<file path="config.mk">
export PLATFORM = sky130hd
export DESIGN_NAME = alu_driver
export DESIGN_NICKNAME = d
export VERILOG_FILES = /design/src/rtl/alu_driver.sv
export SDC_FILE = /design/constraint.sdc
export NUM_CORES = 1
export LEC_CHECK = 0
export ABC_CLOCK_PERIOD_IN_PS = 1800
export CORE_ASPECT_RATIO = 0.5
export CORE_UTILIZATION = 41
export CTS_BUF_LIST = sky130_fd_sc_hd__clkbuf_2 sky130_fd_sc_hd__clkbuf_4 sky130_fd_sc_hd__clkbuf_8
export DETAILED_ROUTE_END_ITERATION = 12
export GPL_TIMING_DRIVEN = 0
export PLACE_DENSITY = 0.82
export REMOVE_ABC_BUFFERS = 1
export SYNTH_ARGS = -nofsm -noshare
export SYNTH_HDL_FRONTEND = slang
export SYNTH_SLANG_ARGS = --single-unit
</file>
<file path="constraint.sdc">
create_clock -name clk -period 1.8 [get_ports clk]
set_input_delay 0.36 -clock clk [delete_from_list [all_inputs] [get_ports clk]]
set_output_delay 0.36 -clock clk [all_outputs]
set_load 0.1 [all_outputs]
</file>
<file path="src/rtl/alu_driver.sv">
// alu_driver: ALU command sequencer with sticky carry flag; define ALU_DRV_OVERLAP_EN to accept a command while the response is consumed
module alu_driver #(
  parameter int TAG_W = 4
) (
  input  logic             clk,
  input  logic             rst_n,
  input  logic             cmd_valid,
  output logic             cmd_ready,
  input  logic [3:0]       cmd_op,
  input  logic [31:0]      cmd_a,
  input  logic [31:0]      cmd_b,
  input  logic [4:0]       cmd_shamt,
  input  logic [TAG_W-1:0] cmd_tag,
  output logic [31:0]      alu_a,
  output logic [31:0]      alu_b,
  output logic [3:0]       alu_op,
  output logic [4:0]       alu_shamt,
  input  logic [31:0]      alu_result,
  input  logic             alu_zero,
  input  logic             alu_sign,
  input  logic             alu_carry,
  output logic             rsp_valid,
  input  logic             rsp_ready,
  output logic [31:0]      rsp_result,
  output logic             rsp_zero,
  output logic             rsp_sign,
  output logic             rsp_carry,
  output logic             rsp_illegal,
  output logic [TAG_W-1:0] rsp_tag
);
  typedef enum logic [1:0] {IDLE, ISSUE, RESP} state_t;
  state_t           r_state;
  logic             r_cmd_ready, r_rsp_valid;
  logic [31:0]      r_alu_a, r_alu_b, r_rsp_result;
  logic [3:0]       r_alu_op;
  logic [4:0]       r_alu_shamt;
  logic [TAG_W-1:0] r_tag, r_rsp_tag;
  logic             r_rsp_zero, r_rsp_sign, r_rsp_carry, r_rsp_illegal;
  logic             w_accept, w_consume, w_illegal;
`ifdef ALU_DRV_OVERLAP_EN
  assign cmd_ready = r_cmd_ready | (r_rsp_valid & rsp_ready);
`else
  assign cmd_ready = r_cmd_ready;
`endif
  assign w_accept  = cmd_valid & cmd_ready;
  assign w_consume = r_rsp_valid & rsp_ready;
  assign w_illegal = (r_alu_op == 4'b0100) | (r_alu_op == 4'b0111);
  assign alu_a       = r_alu_a;
  assign alu_b       = r_alu_b;
  assign alu_op      = r_alu_op;
  assign alu_shamt   = r_alu_shamt;
  assign rsp_valid   = r_rsp_valid;
  assign rsp_result  = r_rsp_result;
  assign rsp_zero    = r_rsp_zero;
  assign rsp_sign    = r_rsp_sign;
  assign rsp_carry   = r_rsp_carry;
  assign rsp_illegal = r_rsp_illegal;
  assign rsp_tag     = r_rsp_tag;
  always_ff @(posedge clk or negedge rst_n) begin
    if (!rst_n) begin
      r_state       <= IDLE;
      r_cmd_ready   <= 1'b1;
      r_rsp_valid   <= 1'b0;
      r_alu_a       <= '0;
      r_alu_b       <= '0;
      r_alu_op      <= '0;
      r_alu_shamt   <= '0;
      r_tag         <= '0;
      r_rsp_result  <= '0;
      r_rsp_zero    <= 1'b0;
      r_rsp_sign    <= 1'b0;
      r_rsp_carry   <= 1'b0;
      r_rsp_illegal <= 1'b0;
      r_rsp_tag     <= '0;
    end else if (r_state == ISSUE) begin
      r_state       <= RESP;
      r_rsp_valid   <= 1'b1;
      r_rsp_result  <= alu_result;
      r_rsp_zero    <= alu_zero;
      r_rsp_sign    <= alu_sign;
      r_rsp_illegal <= w_illegal;
      r_rsp_tag     <= r_tag;
      // carry is architectural state: only an add may change it
      if (r_alu_op == 4'b0001) r_rsp_carry <= alu_carry;
    end else if (w_accept) begin
      r_state     <= ISSUE;
      r_cmd_ready <= 1'b0;
      r_rsp_valid <= 1'b0;
      r_alu_a     <= cmd_a;
      r_alu_b     <= cmd_b;
      r_alu_op    <= cmd_op;
      r_alu_shamt <= cmd_shamt;
      r_tag       <= cmd_tag;
    end else if (w_consume) begin
      r_state     <= IDLE;
      r_cmd_ready <= 1'b1;
      r_rsp_valid <= 1'b0;
    end
  end
endmodule
</file>
Fig. 1: run 1, the metal 2 layer
Drawn at 3 px/um. Cells faint in the background.
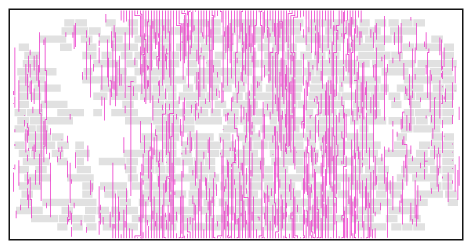
The longest straight run is 46.2 um. The wires run mostly vertical. 594 nets have wire on it.
Post-Route WL: 11,900 um
routed vias: 3,162
met2 track demand over resource in global routing: 37.8%

Fig. 2: run 1, clock nets
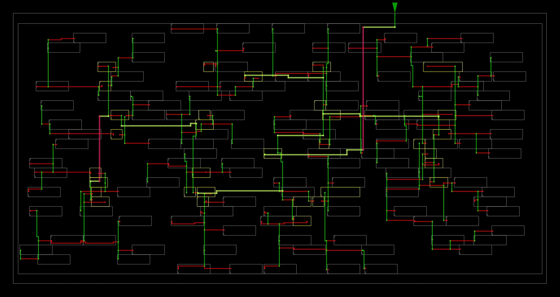
number of buffers created by CTS: 17
total number of clock tree sinks: 120

Fig. 3: run 1, a small window of the routed layout
Window x 103 to 123, y 47 to 67 um. Cells in gray, sequential cells in the stronger gray; small squares are vias.
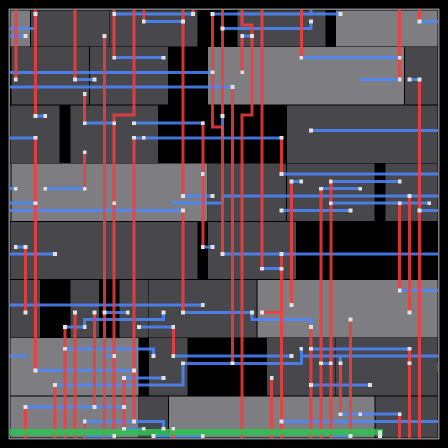
Key: red = metal 2; green = metal 3; blue = metal 1
Netlist names of flops here include `rsp_result` (4). Most frequent: dfrtp_1 (5), mux2_2 (4), clkdlybuf4s50_1 (4). 28 logic cells have their middle in the window. Sequential cells in the window: 7.

==> flow_metrics.rpt, run 1 <==
FLOW METRICS REPORT
----------------------------------------------------
[Place]
  Cell total after placement ........................ between 600 and 700
  Placed wire-length estimate after detailed placement ........................ 7910 um
  Post-placement setup slack ........................ -0.769 ns
  Cell area after placement ........................ between 0.006 and 0.007 sq mm
  Global placer's final weighted congestion ........................ about 0.73

[STA]
  Final critical-path setup slack ........................ between 0.04 and 0.05 ns
  Time the final worst path needs with I/O delays and setup ........................ 1.75 ns
  Setup Viol. Count Final ........................ 0
  Relative slew slack ........................ 61.2%
  Largest clock skew in the final design ........................ 0.0116 ns
  TNS Setup ........................ 0 ns
  Share of the clock period used by the worst path after layout ........................ ~97%
  Worst-Margin Slew ........................ just under 0.6 ns
  Worst Hold Margin ........................ approximately 0.35 ns
  Fmax ........................ between 0.5 and 0.6 GHz
  Final Hold Vio Count ........................ 0
  Pins over their slew limit ........................ 0

[Logic synthesis]
  Post-synth regs ........................ ~120
  Top logic family ........................ multiplexers
  Post-synthesis instance total ........................ 265
  Yosys simple share ........................ 1.66%
  Mux share ........................ between 20% and 30%
  Yosys top cell by instances ........................ sky130_fd_sc_hd__dfrtp_1
  Top area cell types ........................ sky130_fd_sc_hd__dfrtp_1 (66%), sky130_fd_sc_hd__mux2_2 (27%), sky130_fd_sc_hd__mux2_4 (2.6%)
  Combined area of all synthesized cells ........................ around 0.0045 sq mm
  Sequential-to-total area share from yosys stat ........................ between 60% and 70%
  Ao+oa area frac ........................ less than 1%
  Number of library cell types mapped by synthesis ........................ 18
  Post-synthesis cell type with the largest combined area ........................ sky130_fd_sc_hd__dfrtp_1
  Adder-cell share of the synthesized area ........................ 0%
  Yosys warning count ........................ 0
  Synthesized chip area reported by yosys ........................ about 0.0045 sq mm
  Post-synth top area share ........................ 65.7%
  Per-instance average area after synthesis ........................ between 15 and 20 sq um
  Main flop type ........................ sky130_fd_sc_hd__dfrtp_1
  XOR/XNOR Fraction of Synth Area ........................ 0%
  Post-synth tally of flip-flops with integrated enable ........................ 0
  Most frequent cells after synthesis ........................ sky130_fd_sc_hd__dfrtp_1 (119), sky130_fd_sc_hd__mux2_2 (108), sky130_fd_sc_hd__buf_2 (10)
  Cell count listed in synth_stat.txt ........................ 265
  Post-synth ARST share ........................ 100%

[Die]
  Initial standard-cell utilization of the core ........................ 43.3%
  Cell row count ........................ 26
  Chip area ........................ 0.0115 sq mm
  I/O pins ........................ 231
  Tap Count ........................ around 140
  Die Span X ........................ 151 um
  Area of the core ........................ about 0.010 sq mm
  Overall die height ........................ between 70 and 80 um

[GRT]
  Initial antenna violation count ........................ 0
  Global-route wire length before repair ........................ around 18,000 um
  Most crowded layer after global routing ........................ met2
  Maximum number of pins on one net before global-route repair ........................ around 100
  Total gr overflow ........................ 0
  Number of global-route vias before repair ........................ 3,407
  Aggregate global-route resource usage ........................ between 20% and 30%
  Met3 Resource Use GR ........................ 5.33%

[Run]
  OpenROAD warning count ........................ 25
  Number of maximum-capacitance constraint violations ........................ 0

[Finish]
  Non-clock buffer share ........................ approximately a third
  Sequential fraction of total cell area ........................ between 30 and 40%
  Number of fillers in the final layout ........................ ~700
  Clock-cell share of area ........................ between 5 and 6%
  Area delta synth->final ........................ 68.1%
  Cell group occupying the most layout area ........................ registers
  Non-Filler Instances ........................ ~660
  Finished Core Util ........................ about 73%
  Combinational share of cell area ........................ roughly a fifth
  Count of flip-flops and latches ........................ 120
  Antenna diode count ........................ 0
  Share of post-route cells with drive strength above 1 ........................ 53.2%
  Logic area ........................ approximately 0.0015 sq mm
  Dominant logic cell types in the final layout ........................ sky130_fd_sc_hd__dfrtp_1 (118), sky130_fd_sc_hd__clkdlybuf4s50_1 (114), sky130_fd_sc_hd__mux2_2 (108), sky130_fd_sc_hd__clkdlybuf4s15_2 (108), sky130_fd_sc_hd__clkbuf_8 (17)
  Number of clock buffer instances in the layout ........................ 17
  Count of inverters not on the clock network in the layout ........................ 1
  Final Net Count ........................ 627
  Total area of sequential cells ........................ 0.00301 sq mm
  Cell area after layout ........................ around 0.0076 sq mm
  Dominant logic cell type in the layout ........................ sky130_fd_sc_hd__dfrtp_1

[Drt]
  Uppermost routed layer ........................ met4
  Count of routing violations after the opening detailed-route iteration ........................ between 80 and 90
  Mean number of vias per cell ........................ approximately 4.8
  Routed met3 length ........................ between 400 and 500 um
  Routed wirelength normalized by instance count ........................ about 18 um
  Met2 layer wire length in the routed design ........................ 6450 um
  Routed metal-1 wirelength ........................ ~4700 um
  Residual DRC ........................ 0
  DRT antenna net count ........................ 0

[Setup path]
  Crit path cell chain ........................ clkdlybuf4s15_2
  Capturing element type of the critical path ........................ output port
  R2R setup slack ........................ roughly 0.060 ns
  Data arrival at the endpoint of the critical path ........................ around 1.4 ns
  Critical path capture point ........................ alu_op[0]
  Instance count on the critical path ........................ 1
  Required time of the critical path ........................ between 1 and 1.5 ns
  Top delay family on crit path ........................ buffers and inverters
  Critical path class ........................ reg -> out
  Cells on worst reg2reg path ........................ 5
  Launch point of the critical path ........................ alu_op[0]
  Worst reg2reg startpoint ........................ cmd_ready
  Largest incremental delay on the critical path ........................ between 0.5 and 0.6 ns
  Crit-path max FO ........................ 4
  Critical path buffer and inverter count ........................ 1

[Clock network]
  Hold Buf Count CTS ........................ 1
  TritonCTS clock tree ........................ built
  Number of resized instances in the post-cts repair step ........................ 353
  Clock latency on the worst-skew pair ........................ between 0.4 and 0.5 ns
  Post-CTS Setup Bufs ........................ 1
  Clock-pin slew on the worst setup and hold paths ........................ 0.09 ns
  H-Tree Level Count ........................ 4
  Maximum root-to-sink buffer count ........................ 2
  Root buf cell ........................ sky130_fd_sc_hd__clkbuf_8

[Worst hold path]
  Worst min-delay path category ........................ in -> async

[Outcome]
  Run status ........................ finished, final reports clean

----------------------------------------------------
run 1: worst min-delay path by stage:
stage / start / end / slack, ns / cells past startpoint
floorplan: rst_n / alu_a[0] / 0.06 / 0
global placement: rsp_illegal / rsp_illegal / 0.46 / 2
detailed placement: rst_n / rsp_result[30] / 0.23 / 1
CTS: rst_n / rsp_result[17] / 0.33 / 2
global route: rst_n / rsp_result[20] / 0.33 / 2
finish: rst_n / rsp_result[20] / 0.35 / 2
Fig. 4: run 1, signal wires by layer
Drawn at 4 px/um. Two of the layers only.
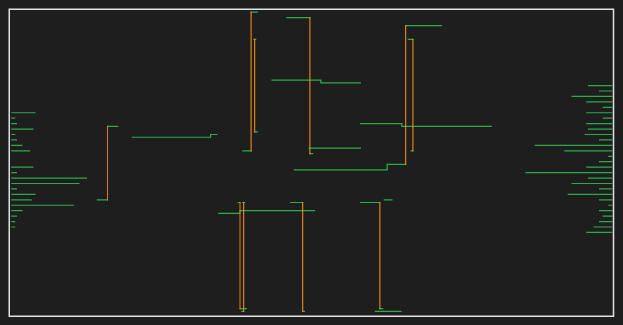

==> inputs of run 2 (changes only) <==
--- a/config.mk
+++ b/config.mk
@@ -6,12 +6,13 @@
 export NUM_CORES = 1
 export LEC_CHECK = 0
 export ABC_CLOCK_PERIOD_IN_PS = 1800
+export CAP_MARGIN = 20
 export CORE_ASPECT_RATIO = 0.5
-export CORE_UTILIZATION = 41
+export CORE_UTILIZATION = 45
 export CTS_BUF_LIST = sky130_fd_sc_hd__clkbuf_2 sky130_fd_sc_hd__clkbuf_4 sky130_fd_sc_hd__clkbuf_8
 export DETAILED_ROUTE_END_ITERATION = 12
+export DONT_BUFFER_PORTS = 1
 export GPL_TIMING_DRIVEN = 0
-export PLACE_DENSITY = 0.82
 export REMOVE_ABC_BUFFERS = 1
 export SYNTH_ARGS = -nofsm -noshare
 export SYNTH_HDL_FRONTEND = slang
Fig. 5: run 2, signal wires by layer
Drawn at 4 px/um. Two of the layers only.
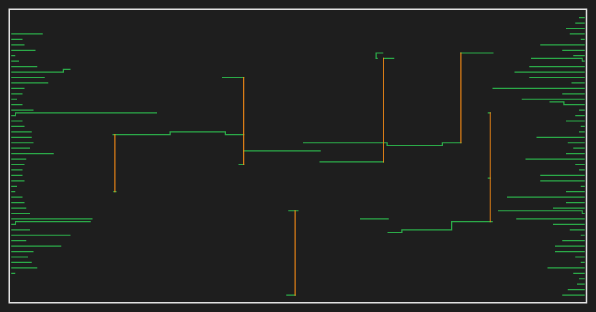
Key: orange = metal 4 [wire length 133 um]; green = metal 3 [wire length 790 um]
Post-Route WL: 9980 um
routed vias: 2,323

==> run 2 against run 1 <==
Net effect:
- register-to-register slack worse by 0.14 ns
- hold slack worse by 0.73 ns
- cell count down 34%
- routed wire length down 16%
- non-clock buffer count down 219
- the run now ends with hold timing, setup timing left
- global-route usage down 2.1 points
- maximum frequency down 6.7%
==> flow_metrics.rpt, run 2 <==
FLOW METRICS REPORT
----------------------------------------------------
[Outcome]
  Run status ........................ finished, violations left
  Violations in the final reports ........................ hold timing, setup timing

[Place]
  Global placer's final weighted congestion ........................ 0.766 (+5.2%)
  Cell total after placement ........................ 388 (-38%)
  Cell area after placement ........................ 0.00465 sq mm (-34%)
  Placed wire-length estimate after detailed placement ........................ 5850 um (-26%)

[STA]
  Largest clock skew in the final design ........................ 0.00978 ns (-0.00184 ns)
  Worst Hold Margin ........................ -0.371 ns (-0.726 ns)
  Setup Viol. Count Final ........................ 51 (+51)
  TNS Setup ........................ -2.34 ns (-2.34 ns)
  Final Hold Vio Count ........................ 120 (+120)
  Time the final worst path needs with I/O delays and setup ........................ 1.88 ns (+0.126 ns)
  Fmax ........................ 0.532 GHz (-6.7%)
  Relative slew slack ........................ 36.2% (-25 points)
  Final critical-path setup slack ........................ -0.0789 ns (-0.126 ns)
  Share of the clock period used by the worst path after layout ........................ 104% (+7.0 points)
  Pins over their slew limit ........................ 0 (unchanged)

[GRT]
  Most crowded layer after global routing ........................ met2
  Number of global-route vias before repair ........................ 2,530 (-26%)
  Maximum number of pins on one net before global-route repair ........................ 121 (+21%)
  Met2 track demand over resource in global routing ........................ 32.0% (-5.8 points)
  Aggregate global-route resource usage ........................ 19.3% (-2.1 points)
  Total gr overflow ........................ 0 (unchanged)

[Finish]
  Non-Filler Instances ........................ 440 (-34%)
  Share of post-route cells with drive strength above 1 ........................ 59.0% (+5.8 points)
  Area delta synth->final ........................ 21.7%
  Non-clock buffer share ........................ 6.28% (-27 points)
  Final Net Count ........................ 408 (-35%)
  Number of clock buffer instances in the layout ........................ 21 (+4)
  Antenna diode count ........................ 0 (unchanged)
  Logic area ........................ 0.00156 sq mm (+6.4%)
  Count of inverters not on the clock network in the layout ........................ 1 (unchanged)
  Combinational share of cell area ........................ 28.2% (+9.0 points)
  Number of fillers in the final layout ........................ 741 (+5.7%)
  Finished Core Util ........................ 57.5% (-15 points)

[Die]
  Tap Count ........................ 135 (-3.6%)
  Overall die height ........................ 73.0 um (-4.4%)
  Die Span X ........................ 144 um (-4.5%)
  Cell row count ........................ 25 (-3.8%)

[Setup path]
  Critical path class ........................ reg -> reg
  Instance count on the critical path ........................ 6 (+5)
  Data arrival at the endpoint of the critical path ........................ 2.17 ns (+0.78 ns)
  Crit path cell chain ........................ nand2_8 > nor2b_4 > buf_12 > buf_12 > buf_16 > mux2_4
  Critical path capture point ........................ alu_b[11]
  Largest incremental delay on the critical path ........................ 0.82 ns (+0.24 ns)
  Worst reg2reg startpoint ........................ cmd_ready
  Crit-path max FO ........................ 7 (+3)
  Critical path buffer and inverter count ........................ 3 (+2)

[Logic synthesis]
  Post-synth regs ........................ 120 (unchanged)
  Sequential-to-total area share from yosys stat ........................ 66.3% (unchanged)
  Number of library cell types mapped by synthesis ........................ 18 (unchanged)
  Post-synthesis instance total ........................ 265 (unchanged)
  Main flop type ........................ sky130_fd_sc_hd__dfrtp_1
  Synthesized chip area reported by yosys ........................ 0.00453 sq mm (unchanged)
  Post-synthesis cell type with the largest combined area ........................ sky130_fd_sc_hd__dfrtp_1
  Yosys warning count ........................ 0 (unchanged)

[Clock network]
  Clock-pin slew on the worst setup and hold paths ........................ 0.08 ns (about the same)
  Root buf cell ........................ sky130_fd_sc_hd__clkbuf_8
  TritonCTS clock tree ........................ built
  Clock latency on the worst-skew pair ........................ 0.42 ns (about the same)
  Number of buffers created by CTS ........................ 17 (unchanged)

[Run]
  Number of maximum-capacitance constraint violations ........................ 0 (unchanged)
  OpenROAD warning count ........................ 31 (+24%)

[Worst hold path]
  Worst min-delay path category ........................ in -> async

[Drt]
  DRT antenna net count ........................ 0 (unchanged)

----------------------------------------------------
run 2: cell counts after synthesis:
Identical to the previous run, type by type.
run 2: cell families after synthesis:
family / share of synthesized area [%]
buffers and inverters: 2.18
muxes: 29.5
AOI/OAI and AO/OA: 0.414
DFF: 66.3
and+or+nand+nor: 1.66
run 2: what timing repair did:
item | 4_1_cts | 5_1_grt
gates resized | 42 | 1
buffers inserted | 12 | 0
setup endpoints to repair | 120 | 91
cloned | 7 | 2
pin swaps | 1 | 0
endpoints found under the hold margin | 120 | 120
Fig. 6: run 2, I/O nets highlighted
Drawn at 3 px/um.
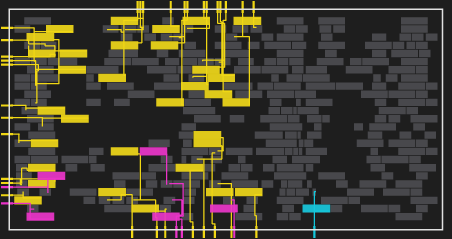

==> inputs of run 3 (changes only) <==
--- a/config.mk
+++ b/config.mk
@@ -6,8 +6,9 @@
 export NUM_CORES = 1
 export LEC_CHECK = 0
 export ABC_CLOCK_PERIOD_IN_PS = 1800
-export CAP_MARGIN = 20
+export CAP_MARGIN = 25
 export CORE_ASPECT_RATIO = 0.5
+export CORE_MARGIN = 2
 export CORE_UTILIZATION = 45
 export CTS_BUF_LIST = sky130_fd_sc_hd__clkbuf_2 sky130_fd_sc_hd__clkbuf_4 sky130_fd_sc_hd__clkbuf_8
 export DETAILED_ROUTE_END_ITERATION = 12
Fig. 7: run 3, I/O nets highlighted
Drawn at 3 px/um.
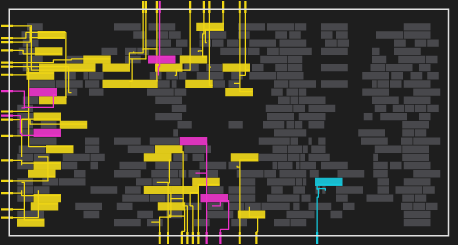
Key: magenta = `alu_shamt` [bits 5, direction output, edge 2 west, 2 south, 1 north, end cells 5, buffers 0, wire 131 um]; cyan = `rsp_illegal` [bits 1, direction output, edge south, end cells 1, buffers 0, wire 29.1 um]; yellow = `alu_a` [bits 32, direction output, edge 15 west, 9 north, 8 south, end cells 32, buffers 0, wire 836 um]
Buffers on Ports: 0
I/O pins: 231

==> run 3 against run 2 <==
Net effect:
- via count grew 1.9%
- the flow still finishes with violations (hold timing, setup timing)
- critical endpoint is now alu_b[23]
==> flow_metrics.rpt, run 3 <==
FLOW METRICS REPORT
----------------------------------------------------
[Outcome]
  Violations in the final reports ........................ hold timing, setup timing
  Run status ........................ finished, violations left

[STA]
  TNS Setup ........................ -2.62 ns (-0.277 ns)
  Fmax ........................ 0.536 GHz (+0.73%)
  Share of the clock period used by the worst path after layout ........................ 104% (-0.76 points)
  Final critical-path setup slack ........................ -0.0653 ns (+0.0136 ns)
  Final Hold Vio Count ........................ 120 (unchanged)
  Pins over their slew limit ........................ 0 (unchanged)
  Relative slew slack ........................ 37.3% (+1.0 points)
  Worst Hold Margin ........................ -0.362 ns (+0.00942 ns)
  Largest clock skew in the final design ........................ 0.00847 ns (-0.00131 ns)
  Setup repair after global routing missed its margin ........................ true
  Time the final worst path needs with I/O delays and setup ........................ 1.87 ns (-0.0136 ns)
  Setup Viol. Count Final ........................ 65 (+27%)

[Clock network]
  Number of resized instances in the post-cts repair step ........................ 13 (-69%)
  Number of buffers created by CTS ........................ 17 (unchanged)
  TritonCTS clock tree ........................ built
  Root buf cell ........................ sky130_fd_sc_hd__clkbuf_8
  Clock-pin slew on the worst setup and hold paths ........................ 0.07 ns (about the same)
  Post-CTS Setup Bufs ........................ 4 (-8)
  Clock latency on the worst-skew pair ........................ 0.41 ns (about the same)

[Logic synthesis]
  Sequential-to-total area share from yosys stat ........................ 66.3% (unchanged)
  XOR/XNOR Fraction of Synth Area ........................ 0% (unchanged)
  Post-synth regs ........................ 120 (unchanged)
  Yosys warning count ........................ 0 (unchanged)
  Ao+oa area frac ........................ 0.414% (unchanged)
  Yosys simple share ........................ 1.66% (unchanged)
  Synthesized chip area reported by yosys ........................ 0.00453 sq mm (unchanged)
  Number of library cell types mapped by synthesis ........................ 18 (unchanged)
  Top logic family ........................ multiplexers
  Main flop type ........................ sky130_fd_sc_hd__dfrtp_1
  Mux share ........................ 29.5% (unchanged)
  Post-synth tally of flip-flops with integrated enable ........................ 0
  Adder-cell share of the synthesized area ........................ 0% (unchanged)
  Post-synthesis cell type with the largest combined area ........................ sky130_fd_sc_hd__dfrtp_1
  Post-synthesis instance total ........................ 265 (unchanged)
  Post-synth ARST share ........................ 100%

[Finish]
  Number of clock buffer instances in the layout ........................ 23 (+9.5%)
  Cell group occupying the most layout area ........................ registers
  Non-clock buffer share ........................ 5.62% (-0.66 points)
  Antenna diode count ........................ 0 (unchanged)
  Non-Filler Instances ........................ 439 (-0.23%)
  Combinational share of cell area ........................ 29.1% (+0.96 points)
  Sequential fraction of total cell area ........................ roughly 55%
  Finished Core Util ........................ 57.2% (-0.23 points)
  Share of post-route cells with drive strength above 1 ........................ 59.5% (+0.52 points)
  Area delta synth->final ........................ 21.3%
  Number of logic gates ........................ approximately 130
  Count of inverters not on the clock network in the layout ........................ 1 (unchanged)
  Final Net Count ........................ 407 (-0.25%)
  Logic area ........................ 0.00160 sq mm (+3.0%)
  Number of fillers in the final layout ........................ 729 (-1.6%)

[Drt]
  Detailed-routing iteration count for the pre-antenna-repair pass ........................ 6
  Routed met3 length ........................ between 800 and 900 um
  Post-Route WL ........................ 10,200 um (+2.2%)
  Routed vias ........................ 2,366 (+1.9%)
  DRT antenna net count ........................ 0 (unchanged)
  Routed metal-1 wirelength ........................ 3980 um

[Place]
  Cell area after placement ........................ 0.00465 sq mm (unchanged)
  Cell total after placement ........................ 388 (unchanged)
  Placed wire-length estimate after detailed placement ........................ 6100 um (+4.2%)
  Global placer's final weighted congestion ........................ 0.709 (-7.5%)

[Die]
  Chip area ........................ 0.0109 sq mm
  Tap Count ........................ 135 (unchanged)
  Cell row count ........................ 25 (unchanged)
  Die Span X ........................ 146 um (+1.4%)
  Overall die height ........................ 75.0 um (+2.7%)

[Setup path]
  Data arrival at the endpoint of the critical path ........................ 2.16 ns (about the same)
  Critical path class ........................ reg -> reg
  Critical path buffer and inverter count ........................ 3 (unchanged)
  Crit-path max FO ........................ 5 (-2)
  Crit path cell chain ........................ nand2_4 > nor2b_4 > buf_4 > buf_8 > clkbuf_16 > mux2_4
  Worst reg2reg startpoint ........................ cmd_ready
  Required time of the critical path ........................ roughly 2.1 ns
  Largest incremental delay on the critical path ........................ 0.81 ns (about the same)

[GRT]
  Maximum number of pins on one net before global-route repair ........................ 121 (unchanged)
  Total gr overflow ........................ 0 (unchanged)
  Met2 track demand over resource in global routing ........................ 30.0% (-2.1 points)
  Number of global-route vias before repair ........................ 2,505 (-0.99%)
  Most crowded layer after global routing ........................ met2
  Met3 Resource Use GR ........................ between 8 and 9%
  Aggregate global-route resource usage ........................ 16.9% (-2.4 points)

[Worst hold path]
  Worst min-delay path category ........................ in -> async

[Run]
  Number of maximum-capacitance constraint violations ........................ 0 (unchanged)
  OpenROAD warning count ........................ 31 (unchanged)

----------------------------------------------------
run 3: cell count changes in the layout (fill, tap and decap cells not counted), moves of 3 or more:
cell,delta
sky130_fd_sc_hd__clkbuf_16,+3
sky130_fd_sc_hd__mux2_4,+16
sky130_fd_sc_hd__clkinv_2,+4
sky130_fd_sc_hd__mux2_2,-16
sky130_fd_sc_hd__clkinvlp_4,-4
sky130_fd_sc_hd__buf_16,-4
sky130_fd_sc_hd__buf_8,+3
run 3: worst paths after layout:
path	to	depth (start not counted)
max in group asynchronous	cmd_ready	0
min in group clk	alu_a[14]	1
setup / recovery	alu_b[23]	6
hold reg to reg	r_tag[2]	1
setup reg to reg	alu_b[23]	6
hold / removal	alu_b[11]	0
